`src/rtl/mux4x1_rr_arbiter_if.sv`:
```
// Lane bundle for the 4:1 round-robin arbitrated mux: requests/data in, grant and lane output back.
interface mux4x1_rr_arbiter_if;
    logic [3:0] req;
    logic [3:0] data;
    logic [3:0] gnt;
    logic [1:0] sel;
    logic       gnt_valid;
    logic       out;
    logic       preempt;

    modport master (
        output req, data,
        input  gnt, sel, gnt_valid, out, preempt
    );

    modport slave (
        input  req, data,
        output gnt, sel, gnt_valid, out, preempt
    );
endinterface

```
`src/rtl/mux4x1_rr_arbiter.sv`:
```
// Round-robin arbiter for a shared one-bit 4:1 lane: bounded tenures, one dead cycle between owners,
// registered grant/select and registered lane output.
module mux4x1_rr_arbiter #(
    parameter int MAX_HOLD = 8,
    parameter int CNT_W    = 8
) (
    input  logic                 clk,
    input  logic                 rst_n,
    mux4x1_rr_arbiter_if.slave   lane_io
);
    typedef enum logic [1:0] {IDLE, GRANT, GAP} state_t;

    localparam logic [CNT_W-1:0] HOLD_LAST = CNT_W'(MAX_HOLD - 1);

    state_t           state_q, state_d;
    logic [3:0]       gnt_q, gnt_d;
    logic [1:0]       sel_q, sel_d;
    logic [1:0]       ptr_q, ptr_d;
    logic [CNT_W-1:0] hold_q, hold_d;
    logic             preempt_q, preempt_d;
    logic             out_q, out_d;

    logic [3:0]       req_c;
    logic [3:0]       data_c;
    logic             found;
    logic [1:0]       win;

    // Unknown request/data bits are forced to 0 so they can never steer the state.
    genvar gi;
    generate
        for (gi = 0; gi < 4; gi++) begin : g_clean
            assign req_c[gi]  = (lane_io.req[gi]  === 1'b1);
            assign data_c[gi] = (lane_io.data[gi] === 1'b1);
        end
    endgenerate

    always_comb begin
        found = 1'b0;
        win   = ptr_q;
        for (int k = 0; k < 4; k++) begin
            if (!found && req_c[ptr_q + 2'(k)]) begin
                found = 1'b1;
                win   = ptr_q + 2'(k);
            end
        end
    end

    always_comb begin
        state_d   = state_q;
        gnt_d     = gnt_q;
        sel_d     = sel_q;
        ptr_d     = ptr_q;
        hold_d    = hold_q;
        preempt_d = 1'b0;
        out_d     = (|gnt_q) ? data_c[sel_q] : 1'b0;

        case (state_q)
            IDLE, GAP: begin
                if (found) begin
                    state_d = GRANT;
                    gnt_d   = 4'b0001 << win;
                    sel_d   = win;
                    hold_d  = '0;
                end else begin
                    state_d = IDLE;
                    gnt_d   = 4'b0000;
                end
            end
            GRANT: begin
                // A voluntary drop outranks the timeout, so preempt only flags true forced releases.
                if (!req_c[sel_q] || (hold_q == HOLD_LAST)) begin
                    state_d   = GAP;
                    gnt_d     = 4'b0000;
                    ptr_d     = sel_q + 2'd1;
                    preempt_d = req_c[sel_q];
                end else begin
                    hold_d = hold_q + 1'b1;
                end
            end
            default: begin
                state_d = IDLE;
                gnt_d   = 4'b0000;
            end
        endcase
    end

    always_ff @(posedge clk or negedge rst_n) begin
        if (!rst_n) begin
            state_q   <= IDLE;
            gnt_q     <= 4'b0000;
            sel_q     <= 2'd0;
            ptr_q     <= 2'd0;
            hold_q    <= '0;
            preempt_q <= 1'b0;
            out_q     <= 1'b0;
        end else begin
            state_q   <= state_d;
            gnt_q     <= gnt_d;
            sel_q     <= sel_d;
            ptr_q     <= ptr_d;
            hold_q    <= hold_d;
            preempt_q <= preempt_d;
            out_q     <= out_d;
        end
    end

    assign lane_io.gnt       = gnt_q;
    assign lane_io.sel       = sel_q;
    assign lane_io.gnt_valid = |gnt_q;
    assign lane_io.out       = out_q;
    assign lane_io.preempt   = preempt_q;
endmodule

```
`src/flat_wrapper.sv`:
```
// flat-port wrapper written by rule: the top's interface ports become plain ports
module mux4x1_rr_arbiter_flat 
#(
    parameter int MAX_HOLD = 8,
    parameter int CNT_W    = 8
)
  (clk, rst_n, lane_io_req, lane_io_data, lane_io_gnt, lane_io_sel, lane_io_gnt_valid, lane_io_out, lane_io_preempt);
  mux4x1_rr_arbiter_if lane_io_i ();
  input  logic clk;
  input  logic rst_n;
  input wire logic [$bits(lane_io_i.req)-1:0] lane_io_req;
  input wire logic [$bits(lane_io_i.data)-1:0] lane_io_data;
  output wire logic [$bits(lane_io_i.gnt)-1:0] lane_io_gnt;
  output wire logic [$bits(lane_io_i.sel)-1:0] lane_io_sel;
  output wire logic [$bits(lane_io_i.gnt_valid)-1:0] lane_io_gnt_valid;
  output wire logic [$bits(lane_io_i.out)-1:0] lane_io_out;
  output wire logic [$bits(lane_io_i.preempt)-1:0] lane_io_preempt;
  assign lane_io_i.req = lane_io_req;
  assign lane_io_i.data = lane_io_data;
  assign lane_io_gnt = lane_io_i.gnt;
  assign lane_io_sel = lane_io_i.sel;
  assign lane_io_gnt_valid = lane_io_i.gnt_valid;
  assign lane_io_out = lane_io_i.out;
  assign lane_io_preempt = lane_io_i.preempt;
  mux4x1_rr_arbiter #(.MAX_HOLD(MAX_HOLD), .CNT_W(CNT_W)) u_core (.clk(clk), .rst_n(rst_n), .lane_io(lane_io_i));
endmodule
```
`config.mk`:
```
export PLATFORM = sky130hd
export DESIGN_NAME = mux4x1_rr_arbiter_flat
export DESIGN_NICKNAME = d
export VERILOG_FILES = /design/src/rtl/mux4x1_rr_arbiter_if.sv /design/src/rtl/mux4x1_rr_arbiter.sv /design/src/flat_wrapper.sv
export SDC_FILE = /design/constraint.sdc
export NUM_CORES = 1
export LEC_CHECK = 0
export CORE_UTILIZATION = 46
export CTS_CLUSTER_DIAMETER = 150
export DETAILED_ROUTE_END_ITERATION = 10
export PLACE_DENSITY = 0.72
export SLEW_MARGIN = 20
export SYNTH_ARGS = -nofsm -noshare
export SYNTH_HDL_FRONTEND = slang
export SYNTH_SLANG_ARGS = --single-unit
```
`constraint.sdc`:
```
create_clock -name clk -period 4 [get_ports clk]
set_clock_uncertainty 0.15 [all_clocks]
set_input_delay 0.8 -clock clk [delete_from_list [all_inputs] [get_ports clk]]
set_output_delay 0.8 -clock clk [all_outputs]
set_load 0.02 [all_outputs]
```
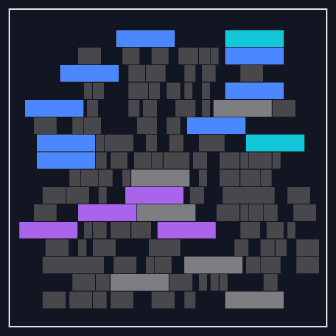
**Above:** sequential cells coloured by netlist name.
Other sequential cells in the stronger grey, the rest of the logic in the fainter grey.
`u_core.hold_q` -> blue  # placed flops 8
`u_core.ptr_q` -> cyan  # placed flops 2
`u_core.lane_io.gnt` -> purple  # placed flops 4
not coloured = 6
P_seq: 0.331 mW
sequential cell area share: 0.393

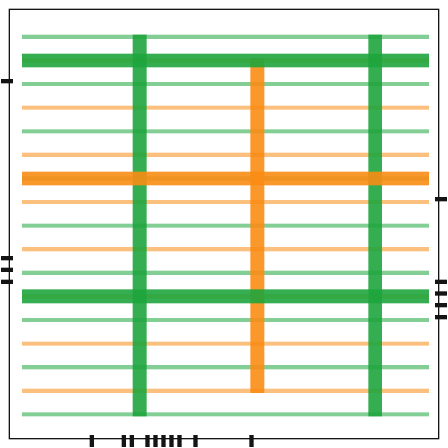
**Above:** floorplan with the power grid.
Pins as bars on the die edge.
VSS -> green
VDD -> orange
met1 rails = 17
met4 straps = 3
signal pins = 19

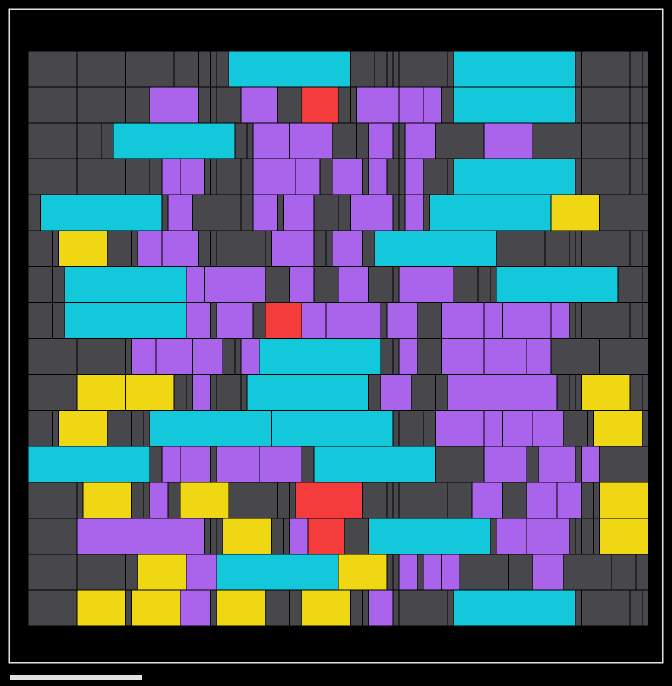
**Above:** cell classes on the final placement.
The bar under the picture is 10 um long. Fill, decap, tap and diode cells in grey.
all other logic -> purple  # cells 77
clock drivers and dummy loads -> red  # cells 4
flip-flops -> cyan  # cells 20
other buffers and delay cells -> yellow  # cells 18
post-layout util: 0.623
cell area after layout: 1270 um^2
cell row count: 16
core footprint: 2040 um^2

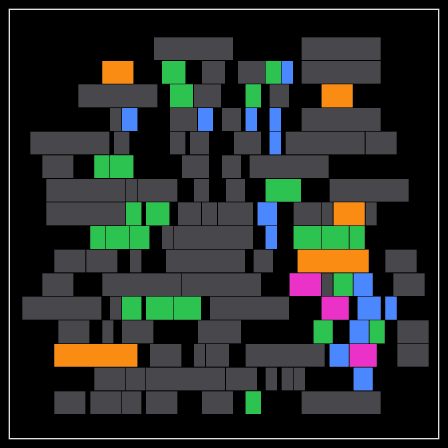
**Above:** gate-type map.
NOR gates -> blue  # cells 14
multiplexers -> orange  # cells 5
inverting AOI/OAI gates -> green  # cells 22
AND-OR and OR-AND gates -> magenta  # cells 3

==> impl_metrics.csv <==
group,metric,value,unit
run,warning_count,26,
power_and_ir_drop,clk-power,0.117,mW
worst_setup_path,cp_max_fo,6,
route,postRouteAntennaNets,0,
floorplan,die_h,49.3,um
power_and_ir_drop,vdd_ir_drop_max,0.474,mV
timing,setup_viol,0,
synthesis,synth.area.mux_share,0.0765,
worst_setup_path,critPathCapture,"lane_io_sel[0]",
worst_setup_path,path_buffers,1,
worst_setup_path,crit_type,"register to output port",
synthesis,synth.top_cell.area_share,0.485,
power_and_ir_drop,p_clk_frac,0.134,
worst_setup_path,critPathMaxStageDelay,0.66,ns
worst_setup_path,endpoint_kind,"output port",
placement,io_buffer_count,18,
synthesis,synth.cellmix.adderShare,0.0121,
timing,max_freq,0.412,GHz
floorplan,core_util_floorplan,0.505,
timing,max-slew-margin-rel,0.407,
route,wl,2300,um
clock_network,post_cts_resized,0,
floorplan,die_area,2430,um^2
synthesis,ys_cells,99,
power_and_ir_drop,power.group.top,"combinational logic",
power_and_ir_drop,pg_comb,0.425,mW
synthesis,syn_area,1030,um^2
global_routing,grt_pass1_wl,4090,um
placement,placedCellCount,142,
synthesis,yosysSeqAreaShare,0.485,
timing,final_hold_viol_count,0,
route,drc,0,
placement,place_hpwl,1700,um
clock_network,cts.clk_slew.worst_paths,0.11,ns
worst_hold_path,holdCritPathClass,"register to register",
clock_network,cts_htree_levels,1,
clock_network,cts_num_sinks,20,
synthesis,synthTopLogicFamily,"simple AND/OR/NAND/NOR gates",
global_routing,grt_max_degree,21,
route,vias,866,
synthesis,area_leaders,"dfrtp_1 (49%), nand4_1 (3.0%), mux2i_1 (2.9%)",
synthesis,ys_area,1030,um^2
power_and_ir_drop,internal_power,0.509,mW
timing,fin_crit_sh,0.607,
route,vias_per_cell,5.93,
placement,place_congestion,0.779,
synthesis,syn_nets,110,
power_and_ir_drop,swShare,0.417,
status,outcome,"finished clean",
synthesis,yosys_warnings,0,
synthesis,simple_gate_area_frac,0.195,
worst_setup_path,worstRegToRegCells,3,
run,maxCapViolations,0,
finish,layout_top_cell,"dfrtp_1",
synthesis,synthCells,99,
finish,drive_gt1_frac,0.0672,
floorplan,ios,19,
synthesis,yosys.cell_types.count,35,
finish,stdcell_count,146,
power_and_ir_drop,p_per_area,686,nW/um^2
worst_setup_path,critPathRequiredTime,3.05,ns
route,dr.pass1.iters,4,
floorplan,die_w,49.3,um
worst_hold_path,hold_start,"u_core.hold_q[4]",
power_and_ir_drop,power.net_switching,0.364,mW
clock_network,cts_root_buf,"clkbuf_4",
timing,tightest_slew,0.886,ns
worst_hold_path,min_path_cells,1,
clock_network,clock_path_buffers,2,
power_and_ir_drop,p_total,0.873,mW
==> state kept, by name, summed over array words and instances, names as in the netlist <==
register                count
u_core.lane_io.gnt          4
u_core.lane_io.preempt      1
u_core.state_q              2
u_core.ptr_q                2
u_core.hold_q               8
u_core.lane_io.sel          2
u_core.lane_io.out          1
==> synthesized netlist by cell type <==
cell type and instances:
dfrtp_1 20, inv_1 7, nand2_1 6, nor2_1 6, o21ai_0 6, nand4_1 5
nand3_1 4, nor2b_1 4, o211ai_1 4, o22ai_1 4, and4_1 3, mux2i_1 3
a21oi_1 2, nor3_1 2, o32ai_1 2, xor2_1 2, a211o_1 1, a21boi_2 1
a2bb2oi_1 1, and2_1 1, buf_2 1, clkbuf_1 1, ha_1 1, mux4_1 1
mux4_2 1, nand2_4 1, nor3b_1 1, nor4_1 1, o2111ai_1 1, o211a_1 1
o22a_1 1, o31ai_1 1, or2_2 1, or3_1 1, xnor2_1 1
==> metal layers <==
layer,GRT usage,vias up,share of wire
met5,0,-,0
met4,0.108,0,0.020
met3,0.0312,5,0.027
met2,0.342,18,0.46
met1,0.315,429,0.49
li1,-,414,-
==> through the flow <==
stage	cell area [um^2]	setup slack (ns)	hold WS [ns]
4_1_cts	1270	1.57	0.398
2_1_floorplan	1030	1.86	0.338
6_report	1270	1.57	0.394
5_1_grt	1270	1.50	0.433
3_3_place_gp	1240	1.39	0.379
3_5_place_dp	1240	1.33	0.377
==> area by class of cell <==
type | instances | area, um^2
Clock buffer | 4 | 36.3
Fill cell | 182 | 769
Inverter | 7 | 26.3
Multi-Input combinational cell | 70 | 495
Sequential cell | 20 | 500
Tap cell | 27 | 33.8
Timing Repair Buffer | 18 | 180
Power figures rest on the tool's default switching activity, not on a simulated workload.
